Design pll_dyncfg_ctrl, sky130hd; sources not shown.
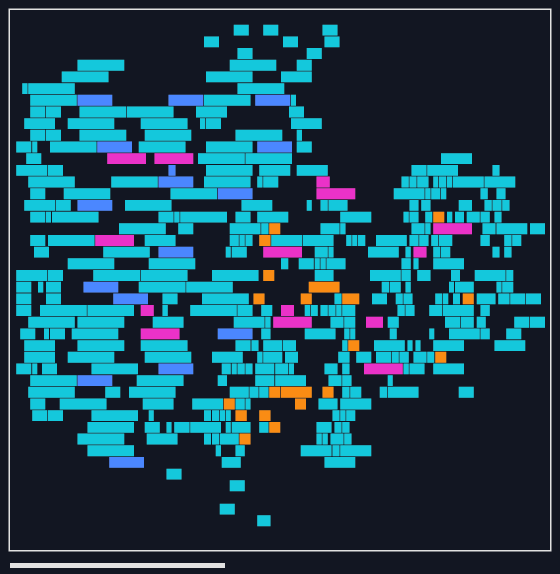
*Cell sizes after repair, run 1*
Scale bar: 50 um.
_3 and _4 cells -> orange  # cells 20, share 4.9%
_2 cells -> blue  # cells 16, share 3.9%
_6 and larger -> magenta  # cells 14, share 3.4%
_0 and _1 cells -> cyan  # cells 356, share 88%
number of buffers outside the clock class in the layout: 58
Non-Filler Cell Area, Final: 0.00555 mm^2
post-route setup slack: 178 ps

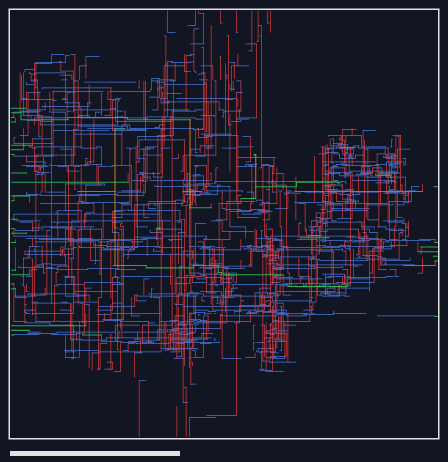
*Routed metal, one colour a layer, run 1*
Scale bar: 50 um.
metal 4 -> orange  # wire length 78.9 um
metal 2 -> red  # wire length 4600 um
metal 3 -> green  # wire length 380 um
metal 1 -> blue  # wire length 4150 um
Routed wire per std cell: 15.6 um
overall via count from detail_route: 2955
Post-Route WL: 9.20 mm
global-route usage over all layers: 12.4%

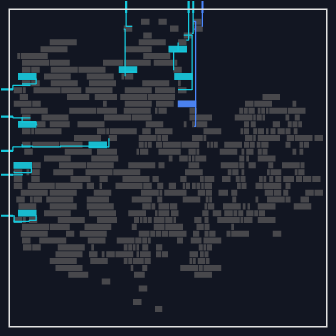
*Wires at chosen ports, followed through buffers, run 1*
dwe -> blue  # bits 1, direction output, end cells 1, buffers 1, wire 49.9 um
di -> cyan  # bits 8, direction output, end cells 8, buffers 8, wire 216 um
number of top-level pins: 42
# port buffers: 41

==> run summary, run 1 <==
Flow results.

- The fraction of standard cell area that is sequential is 50.2%.
- In this design, the largest share of critical-path delay is due to flip-flops.
- In this run, flip-flops and latches consume 54.6% of the power.
- The number of antenna violations at the first check in global routing was 0.
- In this run, synthesis produced a sequential element count of 109.
- The final core utilization is 37.6%.
- The number of cells on the worst hold path is listed as 2.
- The count of unresolved DRC violations after routing is 0.
- The inverter count is 13.
- The commonest cells after synthesis are edfxtp_1, dfxtp_1, nor2_1, mux2i_1, nand2_1.
- The die height is 126 um.
- In this run the VDD rail shows a maximum IR drop of 0.000369 V.
- In this run the most used layer during global routing was met2.
- The mux cell area share after synthesis is 11.9%.
- The flow ran to the end, and the final reports show no timing, DRC or antenna violations.
- The critical path depth in cells is 2.
- The number of warnings printed during yosys synthesis is 0.
- The leakage power is 0.00188 uW.
- In the global route stage, met3 resource usage came out at 3.31%.
- The area fraction in full adders, half adders and majority gates is 3.81%.
- Setup repair after global routing left no endpoint under its margin.
- The count of cell types in the netlist is 50.
- The data arrival time at the worst-slack endpoint is 1660 ps.
- The post-synthesis compound-gate area fraction is 7.35%.
- The core box area is 0.0148 mm^2.
- After the first detailed-routing iteration, the DRC count stood at 175.
- The sum of met2 wire segment lengths after detailed routing is 4.60 mm.
- The flow inserted 184 tap cells.
- Per the slew report, the remaining headroom to the max-slew limit stands at 67.6%.
- The setup slack after placement is 145 ps.
- The dominant cell by count in the synthesized netlist is edfxtp_1.
- Per report_power, the Combinational row totals 310 uW.
- The post-synthesis area per instance is 13.1 um^2.
- Ranking logic cells in the layout by count gives the top entries edfxtp_1, dfxtp_1, clkdlybuf4s50_1.
- The root buffer cell chosen for the clock tree is clkbuf_16.
- The clock drives 109 sinks.
- The via count normalized by instance count is 5.01.
- The share of the final layout cell area in multi-input gates is 30.2%.
- The number of multi-input logic gates is 211.
- The sequential cell count is 109.
- Leaving out filler cells and counting taps, the final layout contains 590.
- Per the synthesis report, the single largest cell type by area occupies 39.2% of cell area.
- Of the total synthesized cell area, the portion taken by XOR and XNOR cells is 0.381%.
- The remaining global-route overflow is 0.
- Based on the critical path, the design can be clocked at up to 404 MHz.
- In the final report, the number of pins over their slew limit comes to 0.
- The delay contributed by the slowest stage of the critical path is 450 ps.
- The cell resize tally after clock tree synthesis is 1.
- Ranked by total cell area, the synthesized netlist is headed by edfxtp_1, dfxtp_1, mux4_2.
- The sequential cell power is 1900 uW.
- The fraction of cell area in non-clock buffers is 9.68%.
- For the worst flop-to-flop path, the logic depth is 5.
- The final critical delay including setup and external delays is 2470 ps.
- After Yosys synthesis, and, or, nand and nor cells account for 12.9% of the synthesized area.
- The final setup violation count is 0.
- The iteration count recorded for the first detailed-route pass is 4.
- Wire segments on met3 add up to 380 um in the final route.
- The floorplan has 44 rows.
- The critical path in this run is classified as reg -> out.
- The async set or reset register ratio after synthesis is 0%.
- The net switching power in the latest report is 824 uW.
- The number of standard cells reported by yosys is 350.
- The pin count of the biggest net entering global routing is 20.
- The cell type taking the most area is registers.
- The number of global-route vias before repair was 2980.
- The number of diodes is 0.
- According to the dpl log, the detail-placed design has an HPWL of 6.22 mm.
- Endpoints failing hold in the final report were tallied at 0.
- The later pin in the worst-skew pair is clocked with a latency of 340 ps.
- The data required time at the worst endpoint is 1840 ps.
- The clock buffer count from CTS is 9.
- The switching share of total power is 23.7%.
- The kind of path behind the tightest hold check is reg -> reg.
- Per the post-CTS timing run, clock transition at the registers of the reported paths is 70 ps.
- The met1 wire length is 4.15 mm.
- TritonCTS built the clock tree.
- Per the OpenROAD floorplan log, the area of the die is 0.0158 mm^2.
- Once placement completed, the tool counted placed cells totaling 575.
- The filler cells instantiated in the layout total 1410.
- Sequential elements use 60.6% of the synthesized area.
- The post-CTS hold buffer count recorded in the log is 0.
- The share of power burned in the clock network is 36.5%.
- The register with the most flip-flops in the layout has 60 of them.
- The type of destination of the critical path is a primary output.
- Routing resource usage on met1 recorded by global route was 15.2%.
- The main kind of combinational logic by area is simple AND/OR/NAND/NOR gates.
- The number of buffer and inverter stages on the critical path is 1.
- The first global-routing pass estimated 15.2 mm of wire.
- Among all stages on the critical path, the largest delay is contributed by dfxtp_1.
- The maximum fanout count along the critical path is 12.
- The number of nets in the final layout is 435.
- The cell sequence reported for the critical path is or3_1, clkdlybuf4s50_1.
--- run 2 (diff from run 1) ---
- CORE_MARGIN: default -> 2
==> run summary, run 2 <==
Flow results.

- The mux cell area share after synthesis is 11.9%.
- The tally of buffers added on design ports is 41.
- The flow ran to the end, and the final reports show no timing, DRC or antenna violations.
- The global routing usage on met1 is 15.4%.
- Per the GRT congestion report, total overflow comes to 0.
- Setup repair after global routing left no endpoint under its margin.
- The class of the most critical setup path is reg -> out.
- The post-synthesis compound-gate area fraction is 7.35%.
- The layer flagged by global routing as most heavily used is met2.
- In the per-layer breakdown of the detailed-route log, met1 shows 4.41 mm.
- The worst-case max-slew headroom was logged as 60.8%.
- The maximum fanout count along the critical path is 17.
- The finished layout holds 593 standard cells, fillers aside.
- The area fraction in full adders, half adders and majority gates is 3.81%.
- The type of destination of the critical path is a primary output.
- The final core utilization is 37.1%.
- According to the timing report, the arrival time at the worst endpoint equals 1750 ps.
- The final critical delay including setup and external delays is 2560 ps.
- The floorplan has 45 rows.
- By count the netlist is led by edfxtp_1, dfxtp_1, nor2_1, mux2i_1, nand2_1.
- The data required time at the worst endpoint is 1840 ps.
- Of the total standard cell area in the layout, the sequential portion is 49.7%.
- The number of warnings printed during yosys synthesis is 0.
- The number of multi-input logic gates is 211.
- The sequential group share of total power is 52.4%.
- The finished design was reported to have a net count of 433.
- Among all stages on the critical path, the largest delay is contributed by dfxtp_1.
- The final number of max-transition violations is 0.
- The detailed placer reported the number of placed instances as 577.
- The number of diodes is 0.
- The area share of the largest cell type after synthesis is 39.2%.
- Across the placement rows, the number of tap cells is 188.
- Walking the worst path, the cells encountered are or3_1, clkdlybuf4s50_1.
- The count of unresolved DRC violations after routing is 0.
- In the final layout, multi-input gates take up 29.9% of the cell area.
- The core box area is 0.0151 mm^2.
- The clock tree root driver cell is clkbuf_16.
- Per the detail_route report, vias per standard cell equal 4.95.
- The count of cells along the worst hold path is 2.
- Once iteration 0 of detailed routing completed, the report listed 136 DRC markers.
- The number of storage elements in the synthesis netlist is 109.
- In this design, the largest share of critical-path delay is due to flip-flops.
- The overall chip area is 0.0163 mm^2.
- The critical path crosses 2 cells after its start point.
- Per the layout report, the design carries 13 non-clock inverters.
- The cell resize tally after clock tree synthesis is 1.
- The number of sequential cells reported for the layout is 109.
- The first global-routing pass estimated 15.8 mm of wire.
- Of the total power, the share spent switching nets is 23.6%.
- Per the synthesis report, the XOR/XNOR share of the synthesized area is 0.381%.
- The most critical min-delay path falls under reg -> reg.
- The count of cells along the worst register-to-register path is 5.
- For this run, asynchronously set or reset flops after synthesis account for 0%.
- The timing report gives the clock slew at the launch and capture registers of the worst setup and hold paths as 70 ps.
- The final setup violation count is 0.
- The register with the most flip-flops in the layout has 60 of them.
- The combinational cell power is 312 uW.
- The maximum operating frequency is 390 MHz.
- In the final layout, non-clock buffers account for 9.55% of the cell area.
- The power report puts the leakage power at 0.00189 uW.
- The filler cells instantiated in the layout total 1434.
- For this run the top cell type by instance count after synthesis was edfxtp_1.
- The power report puts the net switching power at 853 uW.
- The count of endpoints failing hold in the final timing report is 0.
- The I/O pin count is 42.
- The library cells used most frequently in the layout, excluding fill and tap cells, are edfxtp_1, dfxtp_1, clkdlybuf4s50_1.
- The die height is 128 um.
- Summing the sequential cell areas from Yosys gives 60.6% of the chip area.
- Sorting the synthesized cells by area gives the leading types as edfxtp_1, dfxtp_1, mux4_2.
- The main kind of combinational logic by area is simple AND/OR/NAND/NOR gates.
- The number of antenna violations at the first check in global routing is 0.
- The timing report gives the biggest stage delay along the critical path as 700 ps.
- In this run, the clock network consumes 39.0% of the power.
- The routing usage on met3 is 3.30%.
- A synthesized cell averages 13.1 um^2.
- The sum of met2 wire segment lengths after detailed routing is 4.64 mm.
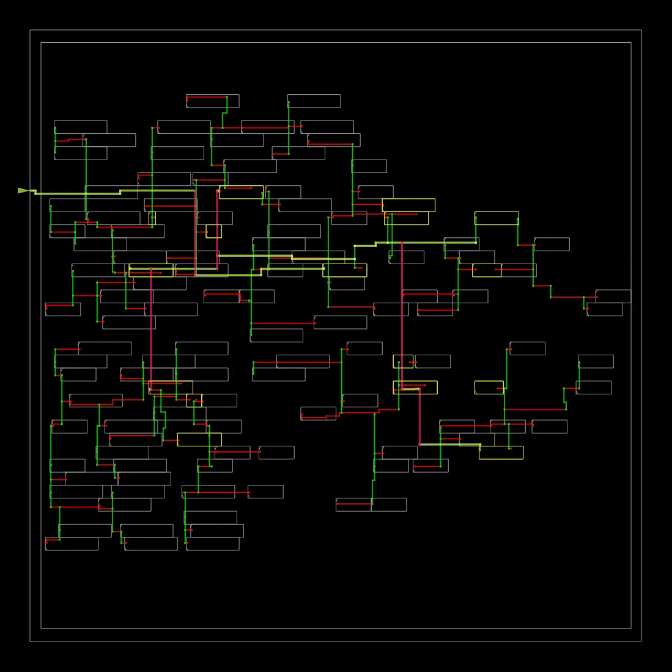
*Clock nets, run 2*
clock buffers created by TritonCTS: 9
CTS sink count: 109
clock tree buffer count of the final layout: 10
Clock Latency Late Sink: 350 ps
power consumed by the clock network: 1410 uW

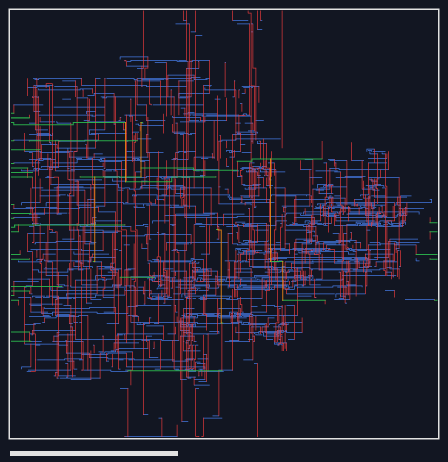
*Routed metal, one colour a layer, run 2*
Scale bar: 50 um.
metal 2 -> red  # wire length 4640 um
metal 1 -> blue  # wire length 4410 um
metal 4 -> orange  # wire length 130 um
metal 3 -> green  # wire length 357 um
global-route usage over all layers: 12.4%
Routed wire per std cell: 16.1 um
Post-Route WL: 9.54 mm
overall via count from detail_route: 2934

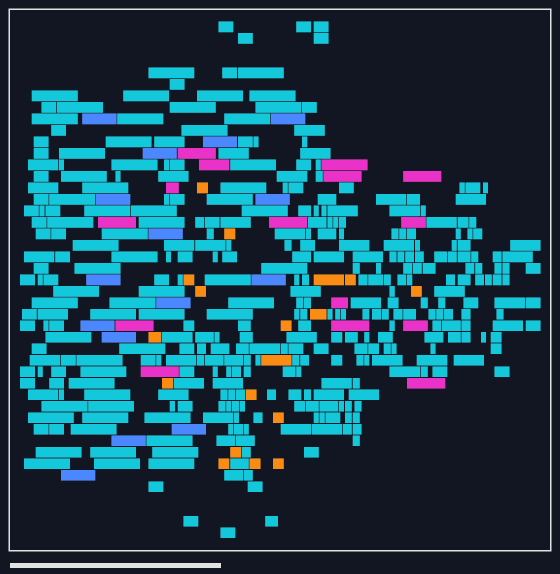
*Cell sizes after repair, run 2*
Scale bar: 50 um.
_6 and larger -> magenta  # cells 15, share 3.7%
_2 cells -> blue  # cells 15, share 3.7%
_0 and _1 cells -> cyan  # cells 357, share 88%
_3 and _4 cells -> orange  # cells 18, share 4.4%
Non-Filler Cell Area, Final: 0.00559 mm^2
number of buffers outside the clock class in the layout: 56

No activity file was given, so power comes from the tool's default toggle rates.
